$ cat src/rtl/alu_pkg.sv
// Shared ALU definitions: opcode constants, legality and class decode,
// and the issue-sequencer state encoding.
package alu_pkg;

   localparam logic [4:0] OP_ADD    = 5'd0;
   localparam logic [4:0] OP_SUB    = 5'd1;
   localparam logic [4:0] OP_AND    = 5'd2;
   localparam logic [4:0] OP_OR     = 5'd3;
   localparam logic [4:0] OP_XOR    = 5'd4;
   localparam logic [4:0] OP_SLL    = 5'd5;
   localparam logic [4:0] OP_SRL    = 5'd6;
   localparam logic [4:0] OP_SRA    = 5'd7;
   localparam logic [4:0] OP_SLT    = 5'd8;
   localparam logic [4:0] OP_SLTU   = 5'd9;
   localparam logic [4:0] OP_MULH   = 5'd16;
   localparam logic [4:0] OP_MULHSU = 5'd17;
   localparam logic [4:0] OP_MULHU  = 5'd18;
   localparam logic [4:0] OP_MUL    = 5'd22;
   localparam logic [4:0] OP_DIV    = 5'd24;
   localparam logic [4:0] OP_DIVU   = 5'd26;
   localparam logic [4:0] OP_REM    = 5'd28;
   localparam logic [4:0] OP_REMU   = 5'd30;

   typedef enum logic [1:0] {
      IDLE = 2'd0,
      EXEC = 2'd1,
      CAPT = 2'd2,
      RESP = 2'd3
   } seq_state_t;

   typedef enum logic [1:0] {
      CLS_SIMPLE = 2'd0,
      CLS_MUL    = 2'd1,
      CLS_DIV    = 2'd2
   } op_class_t;

   // True for every opcode the ALU implements.
   function automatic logic op_is_legal(input logic [4:0] op);
      logic legal;
      case (op)
         OP_ADD, OP_SUB, OP_AND, OP_OR, OP_XOR,
         OP_SLL, OP_SRL, OP_SRA, OP_SLT, OP_SLTU,
         OP_MULH, OP_MULHSU, OP_MULHU, OP_MUL,
         OP_DIV, OP_DIVU, OP_REM, OP_REMU: legal = 1'b1;
         default:                          legal = 1'b0;
      endcase
      return legal;
   endfunction

   // Latency class; divide ops are recognised by their two top opcode bits.
   function automatic op_class_t op_class(input logic [4:0] op);
      op_class_t cls;
      if (op[4:3] == 2'b11) begin
         cls = CLS_DIV;
      end else if (op == OP_MULH || op == OP_MULHSU || op == OP_MULHU || op == OP_MUL) begin
         cls = CLS_MUL;
      end else begin
         cls = CLS_SIMPLE;
      end
      return cls;
   endfunction

endpackage

$ cat src/rtl/rr_arb2.sv
// Two-requester round-robin arbiter. The pointer remembers the slot that
// was last granted; on a tie the other slot wins, so continuous demand
// from both slots alternates strictly.
module rr_arb2 (
   input  logic       clk,
   input  logic       rst_n,
   input  logic       en,
   input  logic [1:0] req,
   output logic [1:0] grant,
   output logic       gnt_id
);

   logic ptr_reg;

   genvar gi;
   generate
      for (gi = 0; gi < 2; gi++) begin : g_grant
         localparam int OTHER = 1 - gi;
         // A slot wins when it is alone, or when it was not the last one served.
         assign grant[gi] = en & req[gi] & (~req[OTHER] | (ptr_reg != 1'(gi)));
      end
   endgenerate

   assign gnt_id = grant[1];

   // Pointer follows each grant, which is always an accept.
   always_ff @(posedge clk) begin
      if (!rst_n) begin
         ptr_reg <= 1'b0;
      end else if (|grant) begin
         ptr_reg <= grant[1];
      end
   end

endmodule

$ cat src/rtl/alu_issue_sequencer.sv
// Shares one ALU between two issue slots. Each accepted op holds its
// operands on the ALU inputs for the op's class latency (multicycle
// mul/div paths), waits one extra cycle for the ALU output register,
// then returns the result with its tag on a valid/ready channel.
// Optional flush port is enabled by defining ALU_SEQ_FLUSH_EN.
module alu_issue_sequencer
   import alu_pkg::*;
#(
   parameter int TAG_W      = 4,
   parameter int MUL_CYCLES = 2,
   parameter int DIV_CYCLES = 8
) (
   input  logic             clk,
   input  logic             rst_n,
`ifdef ALU_SEQ_FLUSH_EN
   input  logic             flush,
`endif
   input  logic             req0_valid,
   output logic             req0_ready,
   input  logic [4:0]       req0_aluop,
   input  logic [31:0]      req0_a,
   input  logic [31:0]      req0_b,
   input  logic [TAG_W-1:0] req0_tag,
   input  logic             req1_valid,
   output logic             req1_ready,
   input  logic [4:0]       req1_aluop,
   input  logic [31:0]      req1_a,
   input  logic [31:0]      req1_b,
   input  logic [TAG_W-1:0] req1_tag,
   output logic [4:0]       alu_op_o,
   output logic [31:0]      alu_in1_o,
   output logic [31:0]      alu_in2_o,
   input  logic [31:0]      alu_out_i,
   output logic             rsp_valid,
   input  logic             rsp_ready,
   output logic             rsp_id,
   output logic [TAG_W-1:0] rsp_tag,
   output logic [31:0]      rsp_data,
   output logic             rsp_err
);

   localparam int MAX_CYCLES = (DIV_CYCLES > MUL_CYCLES) ? DIV_CYCLES : MUL_CYCLES;
   localparam int CNT_W      = (MAX_CYCLES > 1) ? $clog2(MAX_CYCLES) : 1;

   seq_state_t       state_reg, state_next;
   logic [CNT_W-1:0] cnt_reg;
   logic [4:0]       op_reg;
   logic [31:0]      a_reg, b_reg;
   logic [TAG_W-1:0] tag_reg;
   logic             id_reg;
   logic [31:0]      rsp_data_reg;
   logic             rsp_err_reg;

   logic             arb_en;
   logic [1:0]       grant;
   logic             gnt_id;
   logic             accept;
   logic [4:0]       sel_op;
   logic [31:0]      sel_a, sel_b;
   logic [TAG_W-1:0] sel_tag;
   logic             sel_legal;
   logic [CNT_W-1:0] sel_cnt;

   // Arbitration is only open in IDLE; a flush there also closes it.
`ifdef ALU_SEQ_FLUSH_EN
   assign arb_en = (state_reg == IDLE) & ~flush;
`else
   assign arb_en = (state_reg == IDLE);
`endif

   rr_arb2 u_arb (
      .clk    (clk),
      .rst_n  (rst_n),
      .en     (arb_en),
      .req    ({req1_valid, req0_valid}),
      .grant  (grant),
      .gnt_id (gnt_id)
   );

   assign accept = |grant;

   // Mux the granted slot's payload and derive its hold count.
   always_comb begin
      sel_op    = gnt_id ? req1_aluop : req0_aluop;
      sel_a     = gnt_id ? req1_a     : req0_a;
      sel_b     = gnt_id ? req1_b     : req0_b;
      sel_tag   = gnt_id ? req1_tag   : req0_tag;
      sel_legal = op_is_legal(sel_op);
      case (op_class(sel_op))
         CLS_DIV: sel_cnt = CNT_W'(DIV_CYCLES - 1);
         CLS_MUL: sel_cnt = CNT_W'(MUL_CYCLES - 1);
         default: sel_cnt = '0;
      endcase
   end

   // Sequencer state register.
   always_ff @(posedge clk) begin
      if (!rst_n) begin
         state_reg <= IDLE;
      end else begin
         state_reg <= state_next;
      end
   end

   // Next-state logic: IDLE -> EXEC -> CAPT -> RESP, illegal ops go straight to RESP.
   always_comb begin
      state_next = state_reg;
      case (state_reg)
         IDLE: if (accept) state_next = sel_legal ? EXEC : RESP;
         EXEC: if (cnt_reg == '0) state_next = CAPT;
         CAPT: state_next = RESP;
         RESP: if (rsp_ready) state_next = IDLE;
         default: state_next = IDLE;
      endcase
`ifdef ALU_SEQ_FLUSH_EN
      if (flush && state_reg != IDLE) state_next = IDLE;
`endif
   end

   // Operand, counter and response registers. Illegal ops leave the ALU
   // inputs untouched so nothing downstream sees spurious activity.
   always_ff @(posedge clk) begin
      if (!rst_n) begin
         cnt_reg      <= '0;
         op_reg       <= '0;
         a_reg        <= '0;
         b_reg        <= '0;
         tag_reg      <= '0;
         id_reg       <= 1'b0;
         rsp_data_reg <= '0;
         rsp_err_reg  <= 1'b0;
      end else begin
         if (accept) begin
            tag_reg <= sel_tag;
            id_reg  <= gnt_id;
            if (sel_legal) begin
               op_reg  <= sel_op;
               a_reg   <= sel_a;
               b_reg   <= sel_b;
               cnt_reg <= sel_cnt;
            end else begin
               rsp_data_reg <= '0;
               rsp_err_reg  <= 1'b1;
            end
         end
         if (state_reg == EXEC && cnt_reg != '0) begin
            cnt_reg <= cnt_reg - CNT_W'(1);
         end
         if (state_reg == CAPT) begin
            rsp_data_reg <= alu_out_i;
            rsp_err_reg  <= 1'b0;
         end
      end
   end

   assign req0_ready = grant[0];
   assign req1_ready = grant[1];
   assign alu_op_o   = op_reg;
   assign alu_in1_o  = a_reg;
   assign alu_in2_o  = b_reg;
   assign rsp_valid  = (state_reg == RESP);
   assign rsp_id     = id_reg;
   assign rsp_tag    = tag_reg;
   assign rsp_data   = rsp_data_reg;
   assign rsp_err    = rsp_err_reg;

endmodule

$ cat config.mk
export PLATFORM = sky130hd
export DESIGN_NAME = alu_issue_sequencer
export DESIGN_NICKNAME = d
export VERILOG_FILES = /design/src/rtl/alu_pkg.sv /design/src/rtl/rr_arb2.sv /design/src/rtl/alu_issue_sequencer.sv
export SDC_FILE = /design/constraint.sdc
export NUM_CORES = 1
export LEC_CHECK = 0
export CORE_AREA = 2 2 113 115
export DETAILED_ROUTE_END_ITERATION = 12
export DIE_AREA = 0 0 115 117
export PLACE_DENSITY = 0.83
export SLEW_MARGIN = 20
export SYNTH_ARGS = -nofsm -noshare
export SYNTH_HDL_FRONTEND = slang
export SYNTH_HIERARCHICAL = 1
export SYNTH_SLANG_ARGS = --single-unit
$ cat constraint.sdc
create_clock -name clk -period 6.5 [get_ports clk]
set_clock_uncertainty 0.2 [all_clocks]
set_input_delay 0.975 -clock clk [delete_from_list [all_inputs] [get_ports clk]]
set_output_delay 0.975 -clock clk [all_outputs]
set_load 0.01 [all_outputs]
==> images/clocks.png <==
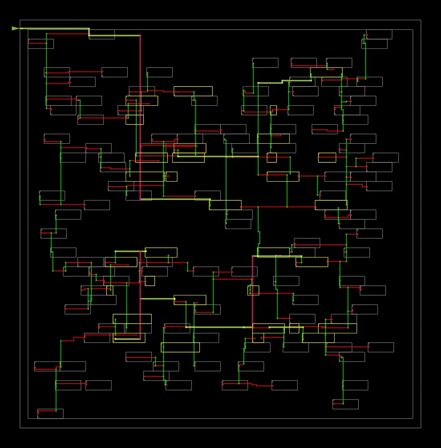
Flop Count: 113
Skew-Pair Late Insertion Delay: 400 ps
TritonCTS buffer count: 17

==> flow_metrics.rpt <==
IMPLEMENTATION SUMMARY REPORT
----------------------------------------------------
[Drt]
  Number of remaining DRC errors ........................ 0
  Met3 WL ........................ 1370 µm

[Worst setup path]
  CP endpoint ........................ rsp_data[29]
  Critical Path Stages ........................ 9
  Sequence of cells on the critical path ........................ clkdlybuf4s50_1, nand2_1, a21oi_4, buf_4, nor3_1, nor4_2, a31oi_1, nor2_4, o21ai_0

[Final layout]
  Most common cell after layout, fill and taps aside ........................ clkdlybuf4s50_1
  Final-layout clock buffer total ........................ 19
  Combinational cell area excluding buffers and inverters ........................ 0.00244 mm²
  Top Layout Cells ........................ clkdlybuf4s50_1, dfxtp_1, nor2_1

[Synth]
  Synth warn ........................ 6
  XORs/XNORs by Area ........................ 0

[Final timing]
  Minimum period implied by the final worst setup slack ........................ 4150 ps
  Worst hold-check slack ........................ 259 ps
  Max-slew headroom at the worst pin ........................ 0.350
  Final-report hold violation count ........................ 0

[Global route]
  Met3 capacity usage during global routing ........................ 0.0850
  First-pass GRT wire length ........................ 24300 µm
  GRT Util Overall ........................ 0.231

[Die]
  Horizontal extent of the die ........................ approximately 120 µm
  Number of placement rows ........................ 41

[Run status]
  Result of the run ........................ complete, no violations

[Power and ir drop]
  Net Sw Frac ........................ 0.326
  Power Dens Cells ........................ 394 mW/mm²

[Min path]
  Hold Path Origin ........................ rsp_data[27]

[Job]
  Max-capacitance violation count ........................ 0

----------------------------------------------------
==> images/flops_by_reg.png <==
Bar = 20 µm. Other sequential cells in the stronger grey, the rest of the logic in the fainter grey.
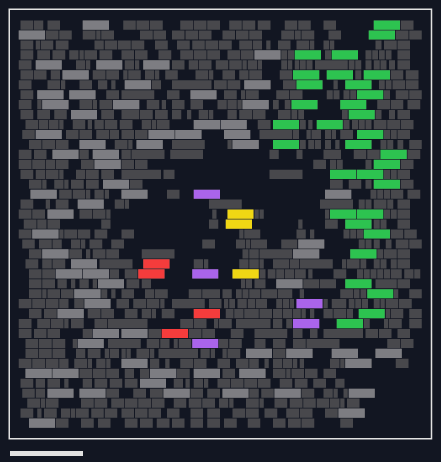
rsp_tag -> red  # flops 4
cnt_reg -> yellow  # flops 3
alu_op_o -> purple  # flops 5
rsp_data -> green  # flops 32
not coloured = 69
power of the sequential group: 999 µW
combined flip-flop and latch cell area: 0.00226 mm²
final core occ: 0.695
register share of the cell area: 0.265

Power and IR drop assume default switching activity.
